### Logic cells by family

Scale: 2 px per µm.
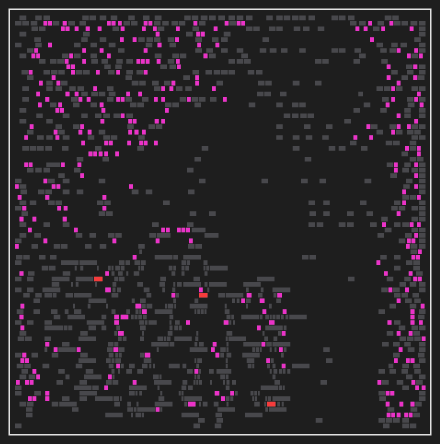
### Drive-strength map

Scale: 2 px per µm.
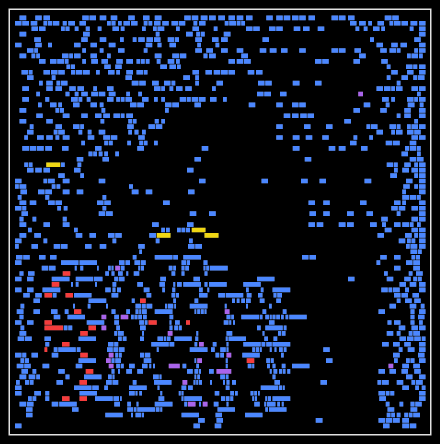
Design systolic_feed_ctrl_flat, sky130hd; sources not shown.
==> out/qor.csv <==
metric,value,unit
status,finished clean,
gr-total-overflow,0,
synth.distinct_cells,52,
worst_pin_slew,0.7948,ns
ctsHoldBuffers,0,
critPathRequiredTime,3.31,ns
cp-end-kind,output port,
synth_cells,666,
ff_count,52,
p_total,3.796,mW
largest_class,buffers,
min_path_type,in2async,
crit_chain,"clkdlybuf4s50_1, and3_4, buf_12, and3_1, clkdlybuf4s50_1",
placed_cells,1707,
antenna_found_initial,38,
netlist_area,5020,µm²
cts-root-buf,clkbuf_4,
finalCoreUtilization,0.2617,
ys.flops,52,
critPathMostFrequentCell,clkdlybuf4s50_1,
busiest_layer,met2,
place_area,11020,µm²
most_common_cell,and3_1,
ioPinCount,541,
grt_util_met1,0.3054,
largest_area_cell,dfrtp_1,
setup_viol,0,
## Picture notes: 'Logic cells by family'
Key: red = fa/ha/maj cells [cells 3, most used ha_1]; magenta = and/or cells [cells 294, most used and3_1, where spread over the die]
non-filler cells, final: 1,733
most frequent logic cell in the layout: clkdlybuf4s50_1
fraction of area in multi-input gates: 0.3117

## Picture notes: 'Drive-strength map'
Key: blue = x1 and smaller [cells 1,126, share 96%, most used clkdlybuf4s50_1]; red = x2 [cells 20, share 1.7%, most used mux2_2]; purple = x3 and x4 [cells 19, share 1.6%, most used buf_4]; yellow = x6 and larger [cells 4, share 0.34%, most used buf_12]
Buffers, non-clock: 552
cell area after layout: 11,120 µm²
Layout area overhead: 121.6%
final setup margin: 0.3771 ns

==> worst max-delay path, delay by kind of cell <==
kind | cells | cell delay (ns)
simple gates | 2 | 0.66
buf+inv | 3 | 1.35
==> kinds of logic (layout without fill, tap and decap cells) <==
| kind of cell | Yosys count | in the layout | share of synthesized area |
|---|---|---|---|
| AOI/OAI and AO/OA | 79 | 79 | 0.09920 |
| xor gates and xnor gates | 28 | 28 | 0.04885 |
| adders and majority gates | 3 | 3 | 0.007478 |
| buffers and inverters | 65 | 568 | 0.05110 |
| DFF | 52 | 52 | 0.2592 |
| muxes | 15 | 15 | 0.03365 |
| other | 0 | 18 | 0 |
| and+or+nand+nor | 424 | 424 | 0.5005 |
==> report_power, final <==
group,switching [mW],internal (mW)
clock network,0.194,0.0633
registers,0.264,0.612
logic,1.37,1.29
total,1.83,1.97
